### config.mk
export PLATFORM = sky130hd
export DESIGN_NAME = linebuf_sched_flat
export DESIGN_NICKNAME = d
export VERILOG_FILES = /design/src/rtl/linebuf_sched_if.sv /design/src/rtl/linebuf_sched.sv /design/src/flat_wrapper.sv
export SDC_FILE = /design/constraint.sdc
export NUM_CORES = 1
export LEC_CHECK = 0
export CAP_MARGIN = 20
export CORE_MARGIN = 4
export CORE_UTILIZATION = 53
export DETAILED_ROUTE_END_ITERATION = 8
export GPL_TIMING_DRIVEN = 0
export PLACE_DENSITY = 0.8
export SYNTH_ARGS = -nofsm -noshare
export SYNTH_HDL_FRONTEND = slang
export SYNTH_SLANG_ARGS = --single-unit
### constraint.sdc
create_clock -name clk -period 2.7 [get_ports clk]
set_clock_uncertainty 0.05 [all_clocks]
set_input_delay 0.405 -clock clk [delete_from_list [all_inputs] [get_ports clk]]
set_output_delay 0.405 -clock clk [all_outputs]
set_load 0.03 [all_outputs]
### src/rtl/linebuf_sched_if.sv
// Signal bundle between the sync/address front end, the line-buffer BRAMs and the
// median core. The front end is the master; linebuf_sched is the slave.
interface linebuf_sched_if #(
  parameter int ADDR_W = 11,
  parameter int ROW_W  = 11
);
  logic              vsync;
  logic              hsync;
  logic              de;
  logic [ADDR_W-1:0] width;
  logic [2:0]        wr_en;
  logic [ADDR_W-1:0] col;
  logic [1:0]        sel_top;
  logic [1:0]        sel_mid;
  logic [ROW_W-1:0]  row;
  logic              win_valid;
  logic              overrun;

  modport master (
    output vsync, hsync, de, width,
    input  wr_en, col, sel_top, sel_mid, row, win_valid, overrun
  );

  modport slave (
    input  vsync, hsync, de, width,
    output wr_en, col, sel_top, sel_mid, row, win_valid, overrun
  );
endinterface

### src/rtl/linebuf_sched.sv
// Line-buffer scheduler for the 3x3 median window: rotates the write buffer per line,
// tracks which buffers hold lines N-1/N-2 and flags when a full window is available.
module linebuf_sched #(
  parameter int ADDR_W = 11,
  parameter int ROW_W  = 11
) (
  input logic            clk,
  input logic            rst,
  linebuf_sched_if.slave bus
);

  typedef enum logic [1:0] {
    ST_IDLE = 2'd0,
    ST_FILL = 2'd1,
    ST_RUN  = 2'd2
  } state_t;

  state_t            state_r, state_s;
  logic              hsync_d_r, vsync_d_r;
  logic              hs_rise_s, vs_rise_s;
  logic [1:0]        wr_sel_r, wr_sel_s;
  logic [1:0]        sel_mid_r, sel_mid_s;
  logic [1:0]        sel_top_r, sel_top_s;
  logic [ADDR_W-1:0] col_cnt_r, col_cnt_s;
  logic [ADDR_W-1:0] col_r, col_s;
  logic [ROW_W-1:0]  row_r, row_s;
  logic [ROW_W-1:0]  row_inc_s;
  logic [2:0]        wr_en_r, wr_en_s;
  logic              win_valid_r, win_valid_s;
  logic              overrun_r, overrun_s;
  logic              pix_ok_s;

  function automatic logic [2:0] sel_to_onehot(input logic [1:0] sel);
    logic [2:0] oh;
    case (sel)
      2'd0:    oh = 3'b001;
      2'd1:    oh = 3'b010;
      2'd2:    oh = 3'b100;
      default: oh = 3'b000;
    endcase
    return oh;
  endfunction

  function automatic logic [1:0] sel_rotate(input logic [1:0] sel);
    logic [1:0] nxt;
    case (sel)
      2'd0:    nxt = 2'd1;
      2'd1:    nxt = 2'd2;
      default: nxt = 2'd0;
    endcase
    return nxt;
  endfunction

  assign hs_rise_s = bus.hsync & ~hsync_d_r;
  assign vs_rise_s = bus.vsync & ~vsync_d_r;
  // width==0 means the line length is unknown, so every pixel is accepted.
  assign pix_ok_s  = (bus.width == {ADDR_W{1'b0}}) || (col_cnt_r < bus.width);
  assign row_inc_s = (row_r == {ROW_W{1'b1}}) ? row_r : (row_r + ROW_W'(1));

  // Next-state and next-output decode; vsync edge outranks hsync edge outranks de
  always_comb begin
    state_s     = state_r;
    wr_sel_s    = wr_sel_r;
    sel_mid_s   = sel_mid_r;
    sel_top_s   = sel_top_r;
    col_cnt_s   = col_cnt_r;
    col_s       = col_r;
    row_s       = row_r;
    overrun_s   = overrun_r;
    wr_en_s     = 3'b000;
    win_valid_s = 1'b0;

    if (vs_rise_s) begin
      state_s   = ST_FILL;
      row_s     = {ROW_W{1'b0}};
      col_cnt_s = {ADDR_W{1'b0}};
      col_s     = {ADDR_W{1'b0}};
      wr_sel_s  = 2'd0;
      sel_mid_s = 2'd2;
      sel_top_s = 2'd1;
      overrun_s = 1'b0;
    end else if (hs_rise_s) begin
      if (state_r != ST_IDLE) begin
        col_cnt_s = {ADDR_W{1'b0}};
        col_s     = {ADDR_W{1'b0}};
        row_s     = row_inc_s;
        wr_sel_s  = sel_rotate(wr_sel_r);
        sel_mid_s = wr_sel_r;
        sel_top_s = sel_mid_r;
        if ((state_r == ST_FILL) && (row_inc_s == ROW_W'(2))) begin
          state_s = ST_RUN;
        end else begin
          state_s = state_r;
        end
      end else begin
        state_s = ST_IDLE;
      end
    end else if (bus.de) begin
      if (state_r != ST_IDLE) begin
        if (pix_ok_s) begin
          wr_en_s     = sel_to_onehot(wr_sel_r);
          col_s       = col_cnt_r;
          col_cnt_s   = col_cnt_r + ADDR_W'(1);
          win_valid_s = (state_r == ST_RUN) && (col_cnt_r >= ADDR_W'(2));
        end else begin
          overrun_s = 1'b1;
        end
      end else begin
        wr_en_s = 3'b000;
      end
    end else begin
      wr_en_s = 3'b000;
    end
  end

  // Edge-detect history and all scheduler state/outputs
  always_ff @(posedge clk or posedge rst) begin
    if (rst) begin
      state_r     <= ST_IDLE;
      hsync_d_r   <= 1'b0;
      vsync_d_r   <= 1'b0;
      wr_sel_r    <= 2'd0;
      sel_mid_r   <= 2'd2;
      sel_top_r   <= 2'd1;
      col_cnt_r   <= {ADDR_W{1'b0}};
      col_r       <= {ADDR_W{1'b0}};
      row_r       <= {ROW_W{1'b0}};
      wr_en_r     <= 3'b000;
      win_valid_r <= 1'b0;
      overrun_r   <= 1'b0;
    end else begin
      state_r     <= state_s;
      hsync_d_r   <= bus.hsync;
      vsync_d_r   <= bus.vsync;
      wr_sel_r    <= wr_sel_s;
      sel_mid_r   <= sel_mid_s;
      sel_top_r   <= sel_top_s;
      col_cnt_r   <= col_cnt_s;
      col_r       <= col_s;
      row_r       <= row_s;
      wr_en_r     <= wr_en_s;
      win_valid_r <= win_valid_s;
      overrun_r   <= overrun_s;
    end
  end

  assign bus.wr_en     = wr_en_r;
  assign bus.col       = col_r;
  assign bus.sel_top   = sel_top_r;
  assign bus.sel_mid   = sel_mid_r;
  assign bus.row       = row_r;
  assign bus.win_valid = win_valid_r;
  assign bus.overrun   = overrun_r;

endmodule

### src/flat_wrapper.sv
// flat-port wrapper written by rule: the top's interface ports become plain ports
module linebuf_sched_flat 
#(
  parameter int ADDR_W = 11,
  parameter int ROW_W  = 11
)
  (clk, rst, bus_vsync, bus_hsync, bus_de, bus_width, bus_wr_en, bus_col, bus_sel_top, bus_sel_mid, bus_row, bus_win_valid, bus_overrun);
  linebuf_sched_if #(.ADDR_W(ADDR_W), .ROW_W(ROW_W)) bus_i ();
  input logic clk;
  input logic rst;
  input wire logic [$bits(bus_i.vsync)-1:0] bus_vsync;
  input wire logic [$bits(bus_i.hsync)-1:0] bus_hsync;
  input wire logic [$bits(bus_i.de)-1:0] bus_de;
  input wire logic [$bits(bus_i.width)-1:0] bus_width;
  output wire logic [$bits(bus_i.wr_en)-1:0] bus_wr_en;
  output wire logic [$bits(bus_i.col)-1:0] bus_col;
  output wire logic [$bits(bus_i.sel_top)-1:0] bus_sel_top;
  output wire logic [$bits(bus_i.sel_mid)-1:0] bus_sel_mid;
  output wire logic [$bits(bus_i.row)-1:0] bus_row;
  output wire logic [$bits(bus_i.win_valid)-1:0] bus_win_valid;
  output wire logic [$bits(bus_i.overrun)-1:0] bus_overrun;
  assign bus_i.vsync = bus_vsync;
  assign bus_i.hsync = bus_hsync;
  assign bus_i.de = bus_de;
  assign bus_i.width = bus_width;
  assign bus_wr_en = bus_i.wr_en;
  assign bus_col = bus_i.col;
  assign bus_sel_top = bus_i.sel_top;
  assign bus_sel_mid = bus_i.sel_mid;
  assign bus_row = bus_i.row;
  assign bus_win_valid = bus_i.win_valid;
  assign bus_overrun = bus_i.overrun;
  linebuf_sched #(.ADDR_W(ADDR_W), .ROW_W(ROW_W)) u_core (.clk(clk), .rst(rst), .bus(bus_i));
endmodule
==> run notes <==
Implementation summary

The run finished with clean final reports. The flow reported a cell area power density of a little under 600 mW/mm^2. The critical register-to-register path endpoint is u_core.bus.col[7]$_DFFE_PP0P_. CTS reports a maximum clock tree buffer depth of 2. The part of the total power dissipated in the clock network is 34.4%. The net switching power in the latest report is 0.000621 W. The share of synthesized area spent on multiplexers is 5.32%. The required time at the worst-slack endpoint is approximately 2900 ps. The worst setup path is launched from a primary input. The synthesized netlist devotes 23.1% of its cell area to simple gates. Per report_power, the sequential group accounts for 42.0% of the total. The cell-internal power is 0.00147 W. The number of cells reported by Yosys stat comes to 286.

Per the synth log, the flip-flop and latch total comes to 48. The number of enable-type register cells in the synthesized netlist is 0. The transition time of the tightest slew-check pin is 503 ps.

The total power of the final layout is between 0.002 and 0.0025 W. Global routing consumed, on the met2 layer, 35.8% of the routing resources. The net count entering floorplan is 315. The amount of wire on met3 after detailed routing is 411 um. Per the synthesis report, the AND-OR/OR-AND share of the synthesized area is 16.4%. The storage element area is roughly 0.0012 sq mm.

The die is 80.6 um wide. The post-synthesis xor/xnor area fraction is 1.25%. The total half-perimeter wirelength after legalization and detailed placement is 4.83 mm. The beginning of the worst register-to-register path is u_core.col_cnt_r[9]$_DFFE_PP0P_. The total negative slack is 0 ps. The layout has roughly 62 buffers outside the clock class.

Between the synthesized netlist and the finished layout, the area growth was recorded as 26.0%. The number of antenna diodes in the final layout is 0. Ranking logic cells in the layout by count gives the top entries 46 x sky130_fd_sc_hd__clkdlybuf4s50_1, 46 x sky130_fd_sc_hd__dfrtp_1, 31 x sky130_fd_sc_hd__nand2_1, 20 x sky130_fd_sc_hd__a21oi_1, 19 x sky130_fd_sc_hd__nor2_1.

For reference, the critical path cell chain is clkdlybuf4s50_1, inv_1, ha_1, nand4_1, o221ai_1, a211o_1, a21o_4, buf_6, a22o_1. The non-clock inverter total of the final layout is 13. The total instance count after detailed placement is 403. The layout report lists the multi-input gate area as 0.00145 sq mm. The biggest cell category by area in the final layout is multi-input combinational cells. The share of Yosys cell area claimed by the top area cell type is 41.2%.

As reported, the later end of the worst-skew pair has a clock insertion delay of slightly above 300 ps. The timing endpoint of the critical path is u_core.bus.col[7]$_DFFE_PP0P_. The met3 global-route usage is 4.48%. Of the total power, the share spent switching nets is between 20 and 30%.
==> worst max-delay path: cells and delay by family <==
family,cells,cell delay [ps]
simple gates,1,160
buf+inv,3,690
compound gates,4,1030
fa+ha+maj,1,310
==> cell families after synthesis <==
family	count (synthesis)
AOI/OAI and AO/OA	63
buffers and inverters	28
DFF	48
and+or+nand+nor	116
xor gates and xnor gates	4
muxes	14
adders and majority gates	13
==> registers in the layout, indices dropped and copies added, names as in the netlist, 2 cells and up <==
| name | flops |
|---|---|
| u_core.bus.row | 11 |
| u_core.bus.wr_en | 3 |
| u_core.state_r | 2 |
| u_core.wr_sel_r | 2 |
| u_core.bus.col | 11 |
| u_core.bus.sel_mid | 2 |
| u_core.col_cnt_r | 11 |
| u_core.bus.sel_top | 2 |
Placed standard cells:
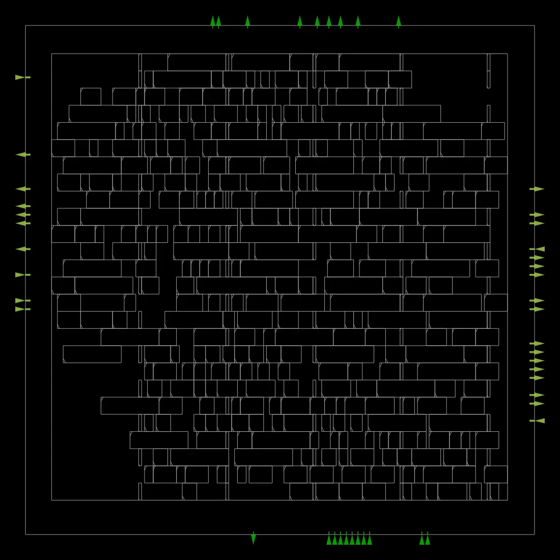
fraction of area in registers: 34.2%
tally of non-filler cells in the final layout: 411
row count: 26
number of inserted filler cells in the final layout: 409
total number of sequential cells: 48

Placed cells, one colour a class:
Bar = 20 um. Fill, decap, tap and diode cells in grey.
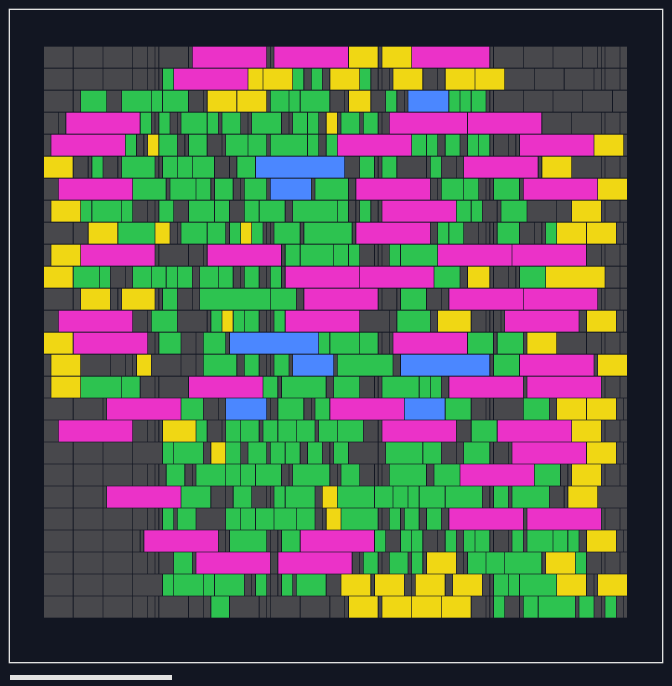
[other buffers and delay cells] yellow | cells: 62 | share of their area: 17%
[clock drivers and dummy loads] blue | cells: 8 | share of their area: 4.6%
[combinational and other logic] green | cells: 223 | share of their area: 44%
[flops] magenta | cells: 48 | share of their area: 35%
final cell utilization of the core: 69.0%
final standard cell area without fillers: 0.00352 sq mm
CORE AREA: 0.00511 sq mm

PDN straps and rails:
Pins as bars on the die edge. Tap cells in grey.
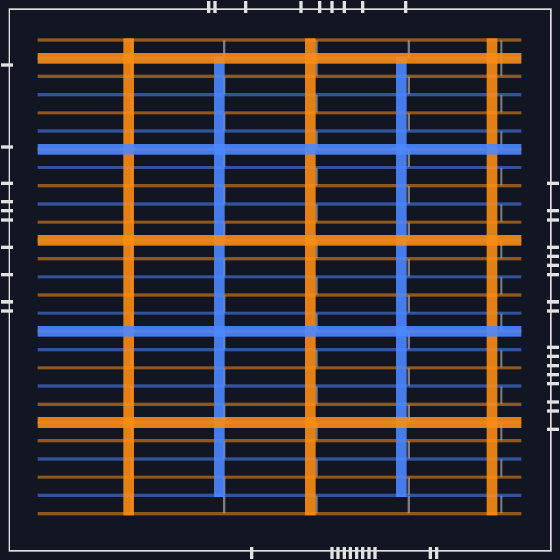
[VDD] blue
[VSS] orange
signal pins: 47
met5 straps: 5
maximum vdd ir drop: 373 uV
die span in y: 80.6 um

Metal 2:
Bar = 20 um.
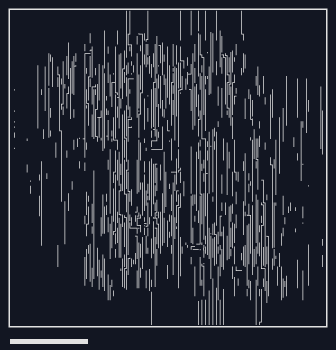
share of all routed wire: 48%
main direction: vertical
nets with wire on the layer: 326
longest straight run: 27.5 um
wire length on this layer: 3300 um

Power figures rest on the tool's default switching activity, not on a simulated workload.
